**config.mk**
```make
export PLATFORM = sky130hd
export DESIGN_NAME = vnub
export DESIGN_NICKNAME = d
export VERILOG_FILES = /design/src/rtl/ldpc_pkg.sv /design/src/rtl/llr_tc2sm.sv /design/src/rtl/vnub.sv
export SDC_FILE = /design/constraint.sdc
export NUM_CORES = 1
export LEC_CHECK = 0
export CORE_MARGIN = 2
export CORE_UTILIZATION = 30
export DETAILED_ROUTE_END_ITERATION = 10
export SLEW_MARGIN = 20
export SYNTH_ARGS = -nofsm -noshare
export SYNTH_HDL_FRONTEND = slang
export SYNTH_HIERARCHICAL = 1
export SYNTH_SLANG_ARGS = --single-unit
export TNS_END_PERCENT = 10
```
**constraint.sdc**
```tcl
create_clock -name clk -period 4.9 [get_ports clk]
set_clock_uncertainty 0.2 [all_clocks]
set_input_delay 0.735 -clock clk [delete_from_list [all_inputs] [get_ports clk]]
set_output_delay 0.735 -clock clk [all_outputs]
set_load 0.02 [all_outputs]
```
**src/rtl/ldpc_pkg.sv**
```systemverilog
`default_nettype none
// ============================================================================
// Module      : ldpc_pkg
// Description : Shared definitions for the LDPC min/psi decoder blocks:
//               default LLR width, saturation limit, accumulator width
//               helper and the one-hot state encodings of the check node
//               and bit node FSMs.
// Revision    : 1.0 - initial release
// ============================================================================
package ldpc_pkg;

  localparam int DEF_WIDTH_LLR = 6;
  localparam int LLR_MAX       = (1 << DEF_WIDTH_LLR) - 1;

  // Two's complement accumulator width for n magnitudes of 'width' bits plus
  // a channel value: one sign bit and enough headroom for n+1 terms.
  function automatic int sum_width(input int width, input int n);
    return width + 1 + $clog2(n + 1);
  endfunction

  // Check node FSM (one-hot)
  localparam int                 CN_ST_W   = 4;
  localparam logic [CN_ST_W-1:0] CN_IDLE   = 4'b0001;
  localparam logic [CN_ST_W-1:0] CN_SCAN   = 4'b0010;
  localparam logic [CN_ST_W-1:0] CN_OUT    = 4'b0100;
  localparam logic [CN_ST_W-1:0] CN_RETURN = 4'b1000;

  // Bit node FSM (one-hot)
  localparam int                 BN_ST_W   = 5;
  localparam logic [BN_ST_W-1:0] BN_IDLE   = 5'b00001;
  localparam logic [BN_ST_W-1:0] BN_ACC    = 5'b00010;
  localparam logic [BN_ST_W-1:0] BN_SUB    = 5'b00100;
  localparam logic [BN_ST_W-1:0] BN_OUT    = 5'b01000;
  localparam logic [BN_ST_W-1:0] BN_RETURN = 5'b10000;

endpackage
`default_nettype wire

```
**src/rtl/llr_tc2sm.sv**
```systemverilog
`default_nettype none
// ============================================================================
// Module      : llr_tc2sm
// Description : Combinational two's complement to sign-magnitude conversion
//               with magnitude saturation to 2^OUT_W-1. Zero maps to +0.
// Ports       : val  - signed input value (IN_W bits)
//               mag  - saturated magnitude (OUT_W bits)
//               sign - 1 when val is negative
// Revision    : 1.0 - initial release
// ============================================================================
module llr_tc2sm #(
  parameter int IN_W  = 10,
  parameter int OUT_W = 6
) (
  input  logic signed [IN_W-1:0]  val,
  output logic        [OUT_W-1:0] mag,
  output logic                    sign
);

  localparam logic [IN_W-1:0] SAT = IN_W'((1 << OUT_W) - 1);

  logic [IN_W-1:0] abs_w;

  always_comb begin
    sign  = val[IN_W-1];
    // The accumulator never reaches the most negative value, so negation
    // cannot overflow here.
    abs_w = sign ? IN_W'(-val) : IN_W'(val);
    mag   = (abs_w > SAT) ? {OUT_W{1'b1}} : abs_w[OUT_W-1:0];
  end

endmodule
`default_nettype wire

```
**src/rtl/vnub.sv**
```systemverilog
`default_nettype none
// ============================================================================
// Module      : vnub
// Description : Variable (bit) node update. Serially accumulates the channel
//               LLR and up to MAX_ROWS check-to-bit messages, then produces
//               each edge's extrinsic message (total minus own message) in
//               saturated sign-magnitude form plus the hard decision.
// Ports       : clk, rst_n          - clock, async active-low reset
//               start, deg          - request and active edge count (clamped)
//               ch_llr_in/ch_sign_in- channel LLR, sign-magnitude
//               llr_in/sign_in      - packed incoming messages, edge j at
//                                     [j*WIDTH_LLR +: WIDTH_LLR] / bit j
//               llr_out/sign_out    - packed extrinsic messages, same packing
//               hard_bit            - 1 when total LLR is negative
//               done                - one-cycle pulse, outputs valid
// Revision    : 1.0 - initial release
// ============================================================================
module vnub
  import ldpc_pkg::*;
#(
  parameter int MAX_ROWS  = 4,
  parameter int WIDTH_LLR = ldpc_pkg::DEF_WIDTH_LLR
) (
  input  logic                            clk,
  input  logic                            rst_n,
  input  logic                            start,
  input  logic [$clog2(MAX_ROWS+1)-1:0]   deg,
  input  logic [WIDTH_LLR-1:0]            ch_llr_in,
  input  logic                            ch_sign_in,
  input  logic [MAX_ROWS*WIDTH_LLR-1:0]   llr_in,
  input  logic [MAX_ROWS-1:0]             sign_in,
  output logic [MAX_ROWS*WIDTH_LLR-1:0]   llr_out,
  output logic [MAX_ROWS-1:0]             sign_out,
  output logic                            hard_bit,
  output logic                            done
);

  localparam int DEG_W = $clog2(MAX_ROWS + 1);
  localparam int IDX_W = (MAX_ROWS > 1) ? $clog2(MAX_ROWS) : 1;
  localparam int SUM_W = sum_width(WIDTH_LLR, MAX_ROWS);

  // Sign-magnitude to two's complement; a negative zero becomes 0.
  function automatic logic signed [SUM_W-1:0] to_tc(input logic s,
                                                    input logic [WIDTH_LLR-1:0] m);
    logic signed [SUM_W-1:0] v;
    v = $signed({{(SUM_W-WIDTH_LLR){1'b0}}, m});
    return s ? -v : v;
  endfunction

  logic [BN_ST_W-1:0]            state_q, state_d;
  logic [DEG_W-1:0]              deg_q, deg_d;
  logic [MAX_ROWS*WIDTH_LLR-1:0] mag_q, mag_d;
  logic [MAX_ROWS-1:0]           sgn_q, sgn_d;
  logic signed [SUM_W-1:0]       acc_q, acc_d;
  logic [IDX_W-1:0]              idx_q, idx_d;
  logic signed [SUM_W-1:0]       ext_q [MAX_ROWS];
  logic signed [SUM_W-1:0]       ext_d [MAX_ROWS];
  logic [MAX_ROWS*WIDTH_LLR-1:0] llr_out_q, llr_out_d;
  logic [MAX_ROWS-1:0]           sign_out_q, sign_out_d;
  logic                          hard_bit_q, hard_bit_d;

  logic [DEG_W-1:0]              deg_clamped;
  logic [WIDTH_LLR-1:0]          sat_mag [MAX_ROWS];
  logic [MAX_ROWS-1:0]           sat_sgn;

  assign deg_clamped = (deg > DEG_W'(MAX_ROWS)) ? DEG_W'(MAX_ROWS) : deg;

  // ---------------------------------------------------------------- registers
  always_ff @(posedge clk or negedge rst_n) begin
    if (!rst_n) begin
      state_q    <= BN_IDLE;
      deg_q      <= '0;
      mag_q      <= '0;
      sgn_q      <= '0;
      acc_q      <= '0;
      idx_q      <= '0;
      llr_out_q  <= '0;
      sign_out_q <= '0;
      hard_bit_q <= 1'b0;
      for (int j = 0; j < MAX_ROWS; j++) ext_q[j] <= '0;
    end else begin
      state_q    <= state_d;
      deg_q      <= deg_d;
      mag_q      <= mag_d;
      sgn_q      <= sgn_d;
      acc_q      <= acc_d;
      idx_q      <= idx_d;
      llr_out_q  <= llr_out_d;
      sign_out_q <= sign_out_d;
      hard_bit_q <= hard_bit_d;
      for (int j = 0; j < MAX_ROWS; j++) ext_q[j] <= ext_d[j];
    end
  end

  // --------------------------------------------------------------- next state
  always_comb begin
    state_d = state_q;
    case (state_q)
      BN_IDLE:   if (start) state_d = BN_ACC;
      // ACC runs a fixed MAX_ROWS cycles so latency does not depend on deg.
      BN_ACC:    if (idx_q == IDX_W'(MAX_ROWS - 1)) state_d = BN_SUB;
      BN_SUB:    state_d = BN_OUT;
      BN_OUT:    state_d = BN_RETURN;
      BN_RETURN: state_d = BN_IDLE;
      default:   state_d = BN_IDLE;
    endcase
  end

  // ------------------------------------------------------------------ outputs
  always_comb begin
    done = (state_q == BN_RETURN);
  end

  assign llr_out  = llr_out_q;
  assign sign_out = sign_out_q;
  assign hard_bit = hard_bit_q;

  // ----------------------------------------------------------------- datapath
  always_comb begin
    deg_d      = deg_q;
    mag_d      = mag_q;
    sgn_d      = sgn_q;
    acc_d      = acc_q;
    idx_d      = idx_q;
    llr_out_d  = llr_out_q;
    sign_out_d = sign_out_q;
    hard_bit_d = hard_bit_q;
    for (int j = 0; j < MAX_ROWS; j++) ext_d[j] = ext_q[j];

    case (state_q)
      BN_IDLE: begin
        if (start) begin
          deg_d = deg_clamped;
          mag_d = llr_in;
          sgn_d = sign_in;
          acc_d = to_tc(ch_sign_in, ch_llr_in);
          idx_d = '0;
        end
      end
      BN_ACC: begin
        if (DEG_W'(idx_q) < deg_q)
          acc_d = acc_q + to_tc(sgn_q[idx_q], mag_q[idx_q*WIDTH_LLR +: WIDTH_LLR]);
        idx_d = idx_q + 1'b1;
      end
      BN_SUB: begin
        // Extrinsic value: remove each edge's own contribution from the total.
        for (int j = 0; j < MAX_ROWS; j++) begin
          if (j < int'(deg_q))
            ext_d[j] = acc_q - to_tc(sgn_q[j], mag_q[j*WIDTH_LLR +: WIDTH_LLR]);
          else
            ext_d[j] = '0;
        end
      end
      BN_OUT: begin
        for (int j = 0; j < MAX_ROWS; j++) begin
          llr_out_d[j*WIDTH_LLR +: WIDTH_LLR] = sat_mag[j];
          sign_out_d[j]                       = sat_sgn[j];
        end
        hard_bit_d = acc_q[SUM_W-1];
      end
      default: ;
    endcase
  end

  // Saturating conversion back to sign-magnitude, one per edge.
  generate
    for (genvar g = 0; g < MAX_ROWS; g++) begin : g_sat
      llr_tc2sm #(
        .IN_W  (SUM_W),
        .OUT_W (WIDTH_LLR)
      ) u_tc2sm (
        .val  (ext_q[g]),
        .mag  (sat_mag[g]),
        .sign (sat_sgn[g])
      );
    end
  endgenerate

endmodule
`default_nettype wire
```
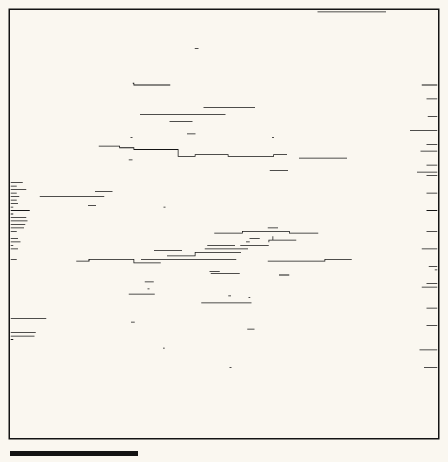
(the metal 3 layer)
Scale bar: 50 µm.
main direction	horizontal
longest straight run	36.8 µm

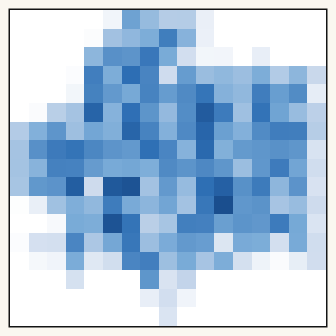
(cell area per tile)
17 x 17 tiles, from white (low) to dark blue (high), 0 to 100% covered.
emptiest ninth of the die	south-west
mean over tiles	33%
fullest tile	88%
densest ninth of the die	centre
tiles over 75% full	3.8%
nearly empty tiles	30%

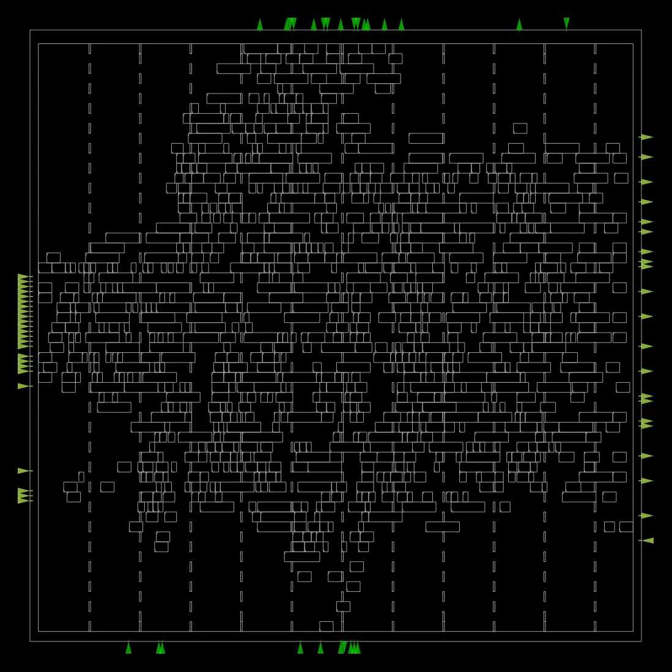
(placed standard cells)
# Taps: 335
count of sequential standard cells: 117

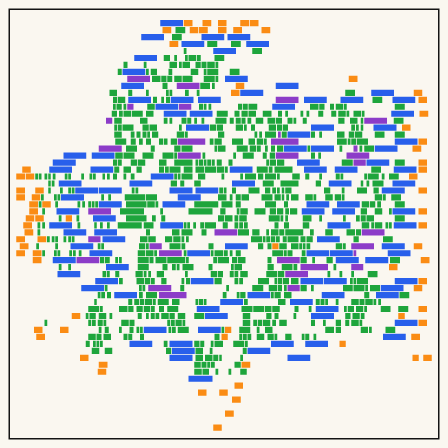
(cell classes on the final placement)
colour	class	cells	share of their area
orange	other buffers and delay cells	77	8.2%
purple	clock drivers and dummy loads	32	7.1%
green	all other logic	717	53%
blue	flip-flops	117	32%

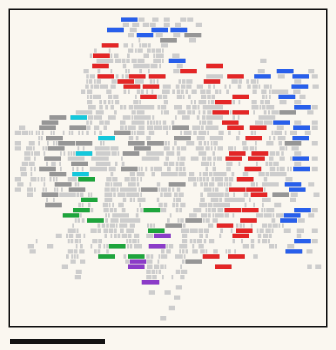
(sequential cells grouped by signal name)
Scale bar: 50 µm. Other sequential cells in the stronger grey, the rest of the logic in the fainter grey.
colour	netlist name	sequential cells
blue	llr_out	24
cyan	sgn_q	4
purple	state_q	5
red	ext_q	40
green	acc_q	10
not coloured	34

==> run notes <==
Summary of implementation figures.

Drt
In the log, the iteration count for the first detailed-route pass is 4. In the final routed layout, each cell accounts on average for about 15 µm. In the post-route report, total wirelength is listed as just under 20 mm. The detail route stage leaves a number of antenna-violating nets equal to 0.

Synth
For reference, the top cells by area after synthesis are sky130_fd_sc_hd__dfrtp_1 36%, sky130_fd_sc_hd__ha_1 9.0%, sky130_fd_sc_hd__nand2_1 7.6%. Per the synth stats, the flop cell with the highest instance count is sky130_fd_sc_hd__dfrtp_1. The area fraction of the largest cell type after synthesis is 0.364. The synthesized netlist net count is 975.

The combined area of all synthesized cells is 7970 µm². Counting every instance in the synthesized netlist gives 872. For this run, asynchronously set or reset flops after synthesis account for 1.00.

Timing
The headroom to the max-slew limit is 0.320. The worst setup margin is 0.981 ns. The setup violation total in the final timing report is 0.

Die
For this design the top-level I/O count stands at 71. The die span in x is about 170 µm.

Finish
Ranked by flip-flop count, first place goes to ext_q. In the final layout, the share of cells above drive strength 1 is 0.0901. The final design area excluding fillers is ~9600 µm². The final antenna diode tally reported by the flow is 0. The number of fill cells is 2631.

Setup path
In the setup report, the worst path falls into the class flip-flop to flip-flop. The register-to-register setup slack is 0.98 ns.

Power
The power density normalized to cell area is 771 nW/µm². The leakage power is about 4 nW. The highest supply drop recorded on VDD is 0.000273 V.

Hold path
STA shows the worst min-delay path finishing at ext_q[25]. Looking at hold timing, the worst path starts from ext_q[25].

Clock network
The CTS clock-pin slew for the worst setup and hold paths is 0.06 ns. The later-pin clock latency in the skew report is 0.44 ns. The number of clock buffers added by TritonCTS is 17. After clock tree synthesis, the repair step resized 0 gates. The maximum buffer depth of the clock tree is 2.

Outcome
The flow ran to the end, and the final reports show no timing, DRC or antenna violations.

Global route
The routing usage on met2 is 0.226. met3 track demand over resource after global routing is 0.0337. The maximum number of pins on one net before global-route repair is roughly 56.

Placed design
The congestion estimate from routability-driven global placement came to slightly below 0.9. After detailed placement, the design holds a cell count of 1245.
cells by family after synthesis:
logic type / count (synthesis) / share of synthesized area
XOR/XNOR: 75 / 0.0825
multiplexers: 40 / 0.0677
AND-OR/OR-AND: 190 / 0.149
buffers and inverters: 84 / 0.0463
adder cells (fa/ha/maj): 62 / 0.102
flip-flops: 117 / 0.368
AND/OR/NAND/NOR: 304 / 0.184
routing by layer:
metal	vias to the layer above	wire length (µm)	share of wire
met5	-	0	0
met2	121	8780	0.45
li1	3173	-	-
met3	25	747	0.038
met1	2961	9690	0.49
met4	0	474	0.024
where the power goes:
part | leakage [nW] | switching [mW] | internal, mW
Sequential | 1.34 | 0.468 | 1.20
Clock | 0.316 | 0.465 | 0.931
Combinational | 2.47 | 2.36 | 1.98
Total | 4.12 | 3.29 | 4.11
cell type report:
class                      count  area [µm²]  share of cell area
multi-input combinational    671        4680               0.487
inverter                      46         173              0.0180
timing repair buffer          77         753              0.0784
clock inverter                 7         140              0.0146
tap                          335         419              0.0436
sequential                   117        2930               0.305
clock buffer                  25         515              0.0537
worst max path at each step:
stage,from,end,slack (ns),depth (start not counted)
3_5_place_dp,idx_q[0],acc_q[9],1.02,13
4_1_cts,idx_q[0],acc_q[9],1.00,13
3_3_place_gp,idx_q[0],acc_q[9],1.06,13
6_report,idx_q[0],acc_q[9],0.98,13
5_1_grt,idx_q[0],acc_q[9],0.73,13
2_1_floorplan,idx_q[0],acc_q[9],1.45,14
critical path, delay by kind of cell (launching register included):
family	cells	cell delay, ns
xor gates and xnor gates	2	0.25
muxes	1	0.68
AOI/OAI and AO/OA	5	1.31
and+or+nand+nor	1	0.15
DFF	1	0.63
adders and majority gates	2	0.42
buffers and inverters	2	0.17
Power figures rest on the tool's default switching activity, not on a simulated workload.
